### src/rtl/shift_arbiter_pkg.sv
// Shared constants for the shift arbiter: operand widths, shift-type codes
// and the result-register state encoding.
package shift_arbiter_pkg;

  localparam int DATA_W = 32;
  localparam int AMT_W  = 5;

  localparam logic [1:0] SHIFT_SLL = 2'b00;
  localparam logic [1:0] SHIFT_SRL = 2'b01;
  localparam logic [1:0] SHIFT_SRA = 2'b11;

  typedef enum logic {
    EMPTY = 1'b0,
    FULL  = 1'b1
  } state_t;

endpackage

### src/rtl/shifter_32.sv
// Combinational 32-bit barrel shifter. Code 2'b10 takes the default arm
// and behaves as a logical left shift.
module shifter_32
  import shift_arbiter_pkg::*;
(
  input  logic [DATA_W-1:0] a,
  input  logic [AMT_W-1:0]  b,
  input  logic [1:0]        c,
  output logic [DATA_W-1:0] z
);

  logic signed [DATA_W-1:0] a_s;

  assign a_s = a;

  always_comb begin
    z = a << b;
    case (c)
      SHIFT_SRL: z = a >> b;
      SHIFT_SRA: z = $unsigned(a_s >>> b);
      default:   z = a << b;
    endcase
  end

endmodule

### src/rtl/shift_arbiter.sv
// Two requesters share one shifter; a round-robin grant feeds a single
// result register that can drain and refill in the same cycle.
module shift_arbiter
  import shift_arbiter_pkg::*;
(
  input  logic        clk,
  input  logic        rst,
  input  logic        req0_valid,
  output logic        req0_ready,
  input  logic [31:0] req0_a,
  input  logic [4:0]  req0_b,
  input  logic [1:0]  req0_c,
  input  logic        req1_valid,
  output logic        req1_ready,
  input  logic [31:0] req1_a,
  input  logic [4:0]  req1_b,
  input  logic [1:0]  req1_c,
  output logic        rsp_valid,
  input  logic        rsp_ready,
  output logic [31:0] rsp_z,
  output logic        rsp_id
);

  state_t              state, state_next;
  logic                ptr, ptr_next;
  logic                free;
  logic                grant0, grant1, grant;
  logic [DATA_W-1:0]   sh_a, sh_z;
  logic [AMT_W-1:0]    sh_b;
  logic [1:0]          sh_c;
  logic [DATA_W-1:0]   z_p1;
  logic                id_p1;

  // Grant stage: pointer only breaks ties, operands never influence ready.
  assign free   = (state == EMPTY) || rsp_ready;
  assign grant0 = !rst && free && req0_valid && (!req1_valid || !ptr);
  assign grant1 = !rst && free && req1_valid && (!req0_valid || ptr);
  assign grant  = grant0 || grant1;

  assign req0_ready = grant0;
  assign req1_ready = grant1;

  assign sh_a = grant1 ? req1_a : req0_a;
  assign sh_b = grant1 ? req1_b : req0_b;
  assign sh_c = grant1 ? req1_c : req0_c;

  shifter_32 u_shifter (
    .a (sh_a),
    .b (sh_b),
    .c (sh_c),
    .z (sh_z)
  );

  always_comb begin
    state_next = state;
    ptr_next   = ptr;
    if (grant) ptr_next = ~grant1;
    case (state)
      EMPTY:   if (grant) state_next = FULL;
      FULL:    if (rsp_ready && !grant) state_next = EMPTY;
      default: state_next = EMPTY;
    endcase
  end

  // Result stage: a pending result is discarded on reset.
  always_ff @(posedge clk) begin
    if (rst) begin
      state <= EMPTY;
      ptr   <= 1'b0;
      z_p1  <= '0;
      id_p1 <= 1'b0;
    end else begin
      state <= state_next;
      ptr   <= ptr_next;
      if (grant) begin
        z_p1  <= sh_z;
        id_p1 <= grant1;
      end
    end
  end

  assign rsp_valid = (state == FULL);
  assign rsp_z     = z_p1;
  assign rsp_id    = id_p1;

endmodule

### config.mk
export PLATFORM = sky130hd
export DESIGN_NAME = shift_arbiter
export DESIGN_NICKNAME = d
export VERILOG_FILES = /design/src/rtl/shift_arbiter_pkg.sv /design/src/rtl/shifter_32.sv /design/src/rtl/shift_arbiter.sv
export SDC_FILE = /design/constraint.sdc
export NUM_CORES = 1
export LEC_CHECK = 0
export ABC_AREA = 1
export CAP_MARGIN = 20
export CORE_AREA = 3 3 85 147
export CTS_CLUSTER_DIAMETER = 50
export DETAILED_ROUTE_END_ITERATION = 16
export DIE_AREA = 0 0 88 150
export GPL_TIMING_DRIVEN = 0
export PLACE_DENSITY = 0.83
export SYNTH_ARGS = -nofsm -noshare
export SYNTH_HDL_FRONTEND = slang
export SYNTH_HIERARCHICAL = 1
export SYNTH_SLANG_ARGS = --single-unit
export TNS_END_PERCENT = 100
### constraint.sdc
create_clock -name clk -period 3.37 [get_ports clk]
set_input_delay 0.674 -clock clk [delete_from_list [all_inputs] [get_ports clk]]
set_output_delay 0.674 -clock clk [all_outputs]
set_load 0.03 [all_outputs]
==> results.toml, run 1 <==
# flow metrics
[status]
run_status = "finished, final reports clean"

[final_layout]
comb_share = 0.583
seq_area_um2 = 701
fillers = 1149
logic_gates = 933
drive_gt1_frac = 0.110
logic_area_um2 = 4290
final_layout_top_logic_cells = "nand2_1 (390), nand3_1 (367), clkdlybuf4s50_1 (118), nor2_1 (79), inv_1 (59)"
clk_share = 0.0195

[job]
warnings = 26
maxCapViolCount = 0

[critical_path]
crit_cells = 15
end_kind = "register"
rrSetupSlack_ns = 0.55
cp.arrival_ns = 3.49
r2r.worst_path.cells = 16
slowest_stage = "buf_1"

[grt]
grt_use_met1 = 0.442
grt-ovfl-total = 0
grt_use_total = 0.436
grt_pass1_vias = 8041
antenna_found_initial = 0

[synth]
postSynthCellCount = 1115
fp_nets = 1198
async_reset_ff_frac = 0
yosys.area_share.xor_xnor = 0
edf_count = 0

[routing]
met3WireLength_um = 2750
avgViaCountPerCell = 6.13
wl_met1_um = 9350
first_iter_violations = 840

[power_and_ir_drop]
power_density_nw_per_um2 = 367

[clock_tree]
clk_pin_slew_ns = 0.05
clockRootBuffer = "clkbuf_16"
clock-sinks = 35

[timing]
fin_crit_ns = 3.31
relSlewSlack = 0.545
fmax_ghz = 0.302
setup_viol_count_final = 0

[placed_design]
gp_congestion = 1.08
==> run 1: power by group <==
group | internal (mW) | switching, mW | leakage, nW | total (mW)
logic | 0.593 | 1.16 | 3.38 | 1.75
clock network | 0.289 | 0.181 | 0.0727 | 0.469
registers | 0.462 | 0.0237 | 0.289 | 0.486
==> run 1: metrics by stage <==
step	std cells	hold slack, ns	cell area (um2)
final	1386	0.495	7360
after CTS	1377	0.497	7180
after global placement	1368	0.474	7010
after detailed placement	1368	0.487	7010
after global routing	1386	0.510	7360
after floorplan	1115	0.472	5660
==> run 1: timing repair <==
| item | in CTS | in global routing |
|---|---|---|
| endpoints found under the setup margin | 32 | 31 |
| hold endpoints to repair | 0 | 0 |
| hold buffers | 0 | 0 |
| gates resized | 5 | 40 |
| pin swaps | 1 | 2 |
| setup buffers | 2 | 9 |
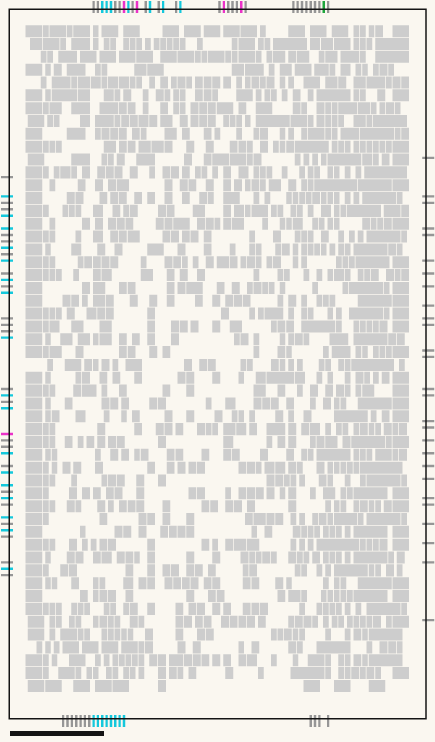
*Pin map, run 1*
The bar under the picture is 20 um long. Pins as bars across the die edge, other pins in gray.
- `req0_valid`: green (pins 1; direction input; edge top)
- `req0_a`: cyan (pins 32; direction input; edge 17 left, 8 bottom, 7 top)
- `req0_b`: magenta (pins 5; direction input; edge 4 top, 1 left)
Die H: 150 um
die width: 88 um
Port-buffer cells: 118

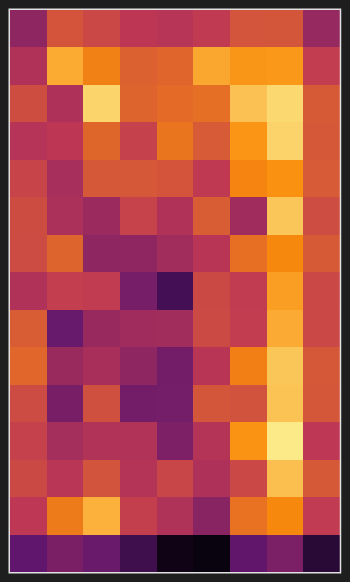
*Cell area per tile, run 1*
9 x 15 tiles, from black (low) to pale yellow (high), 0 to 100% covered.
- tiles over 75% full: 14%
- fullest tile: 95%
- emptiest ninth of the die: bottom center
core area: 11,500 um2
Floorplan Utilization: 0.491
Core Util, Final: 0.639

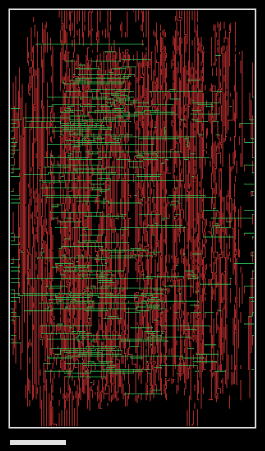
*Wiring by layer, run 1*
The bar under the picture is 20 um long. Only two layers are drawn.
- metal 3: green (wire length 2,750 um)
- metal 2: red (wire length 13,300 um)

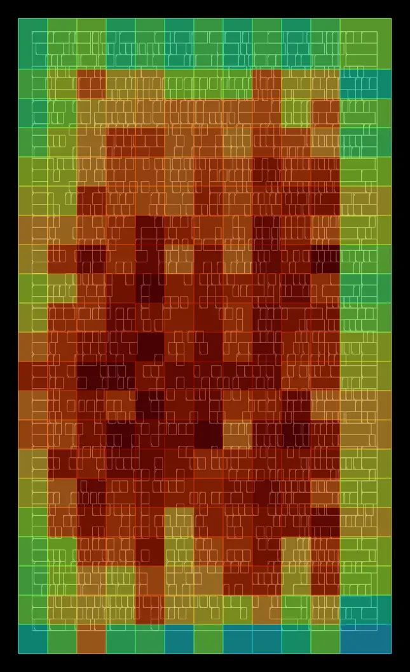
*Routing congestion, run 1*
gr busiest metal: met2
drt wl/cell: 20.7 um
routing usage on met2: 0.711

==> run 2: changes to the inputs <==
--- a/config.mk
+++ b/config.mk
@@ -7,12 +7,13 @@
 export LEC_CHECK = 0
 export ABC_AREA = 1
 export CAP_MARGIN = 20
-export CORE_AREA = 3 3 85 147
+export CORE_AREA = 3 3 83 143
 export CTS_CLUSTER_DIAMETER = 50
 export DETAILED_ROUTE_END_ITERATION = 16
-export DIE_AREA = 0 0 88 150
+export DIE_AREA = 0 0 86 146
+export GPL_ROUTABILITY_DRIVEN = 1
 export GPL_TIMING_DRIVEN = 0
-export PLACE_DENSITY = 0.83
+export PLACE_DENSITY = 0.87
 export SYNTH_ARGS = -nofsm -noshare
 export SYNTH_HDL_FRONTEND = slang
 export SYNTH_HIERARCHICAL = 1
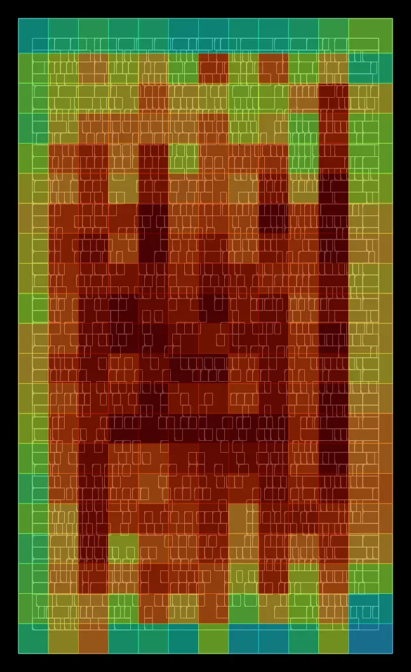
*Routing congestion, run 2*
Core Util, Final: 0.678
All-Layer GR Usage: 0.442
met3 Track Usage GR: 0.0816
global-route met1 utilization: 0.480
drt wl/cell: 20.7 um

==> results.toml, run 2 <==
# flow metrics
[status]
run_status = "finished, final reports clean"

[critical_path]
rrSetupSlack_ns = 0.47
r2r.worst_path.cells = 20

[final_layout]
final_layout_top_logic_cells = "nand2_1 (387), nand3_1 (370), clkdlybuf4s50_1 (118), nor2_1 (79), inv_1 (60)"
drive_gt1_frac = 0.110
seq_area_um2 = 701
final_cells = 1382

[placed_design]
gp_congestion = 1.12
port_buffers = 118

[timing]
fin_crit_ns = 3.33
holdWs_ns = 0.484
fmax_ghz = 0.300
relSlewSlack = 0.502

[routing]
first_iter_violations = 1153

[clock_tree]
cts_repair_resize_count = 6
clk_pin_slew_ns = 0.05
clock-sinks = 35
clockRootBuffer = "clkbuf_16"

[synth]
async_reset_ff_frac = 0

[floorplanning]
dieWidth_um = 86

[grt]
grtUsageMet2 = 0.724
run 2: cell counts after synthesis:
Identical to the previous run, type by type.
run 2: metrics by stage:
step / setup WS, ns / instance area, um2
final: 0.0417 / 7340
after global routing: -0.0327 / 7340
after CTS: 0.0000686 / 7180
after detailed placement: -0.436 / 7000
after global placement: -0.460 / 7000
after floorplan: 0.733 / 5660
run 2: power by group:
group          internal, mW  leakage [nW]  switching, mW  total, mW
clock                 0.289        0.0727          0.180      0.469
sequential            0.462         0.289         0.0246      0.487
combinational         0.592          3.38           1.15       1.74
total                  1.34          3.75           1.36       2.70
run 2: cell families after synthesis:
| logic type | after synthesis | synth area share |
|---|---|---|
| AND/OR/NAND/NOR | 891 | 0.701 |
| buffers and inverters | 147 | 0.131 |
| flip-flops | 35 | 0.124 |
| AND-OR/OR-AND | 42 | 0.0447 |
==> run 3: changes to the inputs <==
--- a/config.mk
+++ b/config.mk
@@ -7,10 +7,10 @@
 export LEC_CHECK = 0
 export ABC_AREA = 1
 export CAP_MARGIN = 20
-export CORE_AREA = 3 3 83 143
+export CORE_AREA = 4 4 84 144
 export CTS_CLUSTER_DIAMETER = 50
 export DETAILED_ROUTE_END_ITERATION = 16
-export DIE_AREA = 0 0 86 146
+export DIE_AREA = 0 0 88 148
 export GPL_ROUTABILITY_DRIVEN = 1
 export GPL_TIMING_DRIVEN = 0
 export PLACE_DENSITY = 0.87
==> constraint.sdc (replaced) <==
create_clock -name clk -period 3.5 [get_ports clk]
set_input_delay 0.7 -clock clk [delete_from_list [all_inputs] [get_ports clk]]
set_output_delay 0.7 -clock clk [all_outputs]
set_load 0.03 [all_outputs]
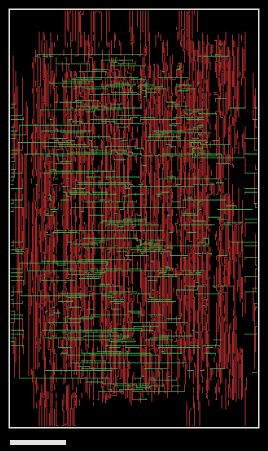
*Wiring by layer, run 3*
The bar under the picture is 20 um long. Only two layers are drawn.
- metal 3: green (wire length 2,790 um)
- metal 2: red (wire length 13,400 um)
WL final: 28,300 um
drt wl/cell: 20.6 um
detailed-route via count: 8,582

==> results.toml, run 3 <==
# flow metrics
[status]
run_status = "finished, final reports clean"

[job]
warnings = 26
maxCapViolCount = 0

[synth]
fp_nets = 1198
simple_gate_share = 0.701
mux_share = 0
synthTopLogicFamily = "simple AND/OR/NAND/NOR gates"
edf_count = 0
postSynthCellCount = 1115
yosys.area_share.xor_xnor = 0

[timing]
holdWs_ns = 0.500
fmax_ghz = 0.290
fin_crit_ns = 3.44
setup_viol_count_final = 0

[grt]
grt_use_total = 0.427
grt_pass1_vias = 8011

[final_layout]
final_cells = 1379
fillers = 1033
final_layout_top_logic_cells = "nand2_1 (392), nand3_1 (375), clkdlybuf4s50_1 (118), nor2_1 (81), inv_1 (61)"
drive_gt1_frac = 0.0929
finish.utilization = 0.670
stdcell_area_um2 = 7260

[clock_tree]
cts_hold_buffers = 0
clock-sinks = 35
clk_pin_slew_ns = 0.06
clockRootBuffer = "clkbuf_16"

[critical_path]
end_kind = "register"
rrSetupSlack_ns = 0.52
cp.arrival_ns = 3.63
r2r.worst_path.cells = 16

[power_and_ir_drop]
power_density_nw_per_um2 = 354

[placed_design]
placed_area_um2 = 7000
gp_congestion = 1.11
dp.cells = 1363
port_buffers = 118
run 3: cell type report:
cell class	count	area, um2	share of cell area
clock inverter	1	5.00	0.000690
buffer	78	478	0.0659
sequential	35	701	0.0966
tap	130	163	0.0224
inverter	69	272	0.0374
clock buffer	6	139	0.0191
multi-input combinational	933	4240	0.584
timing repair buffer	127	1260	0.174
run 3: report_power, final:
part           internal, mW  switching, mW
logic                 0.559           1.09
clock network         0.278          0.171
registers             0.445         0.0252
run 3: timing repair:
item,4_1_cts,5_1_grt
setup endpoints to repair,2,32
pin swaps,1,2
buffers inserted,2,7
gates resized,2,12
run 3: layer usage:
metal  part of all wire  track usage  vias to the layer above
met2               0.47        0.709                      659
met3              0.098       0.0680                      215
li1                   -            -                     3945
met4               0.11        0.379                        0
met5                  0      0.00826                        -
met1               0.32        0.447                     3763
Power figures rest on the tool's default switching activity, not on a simulated workload.
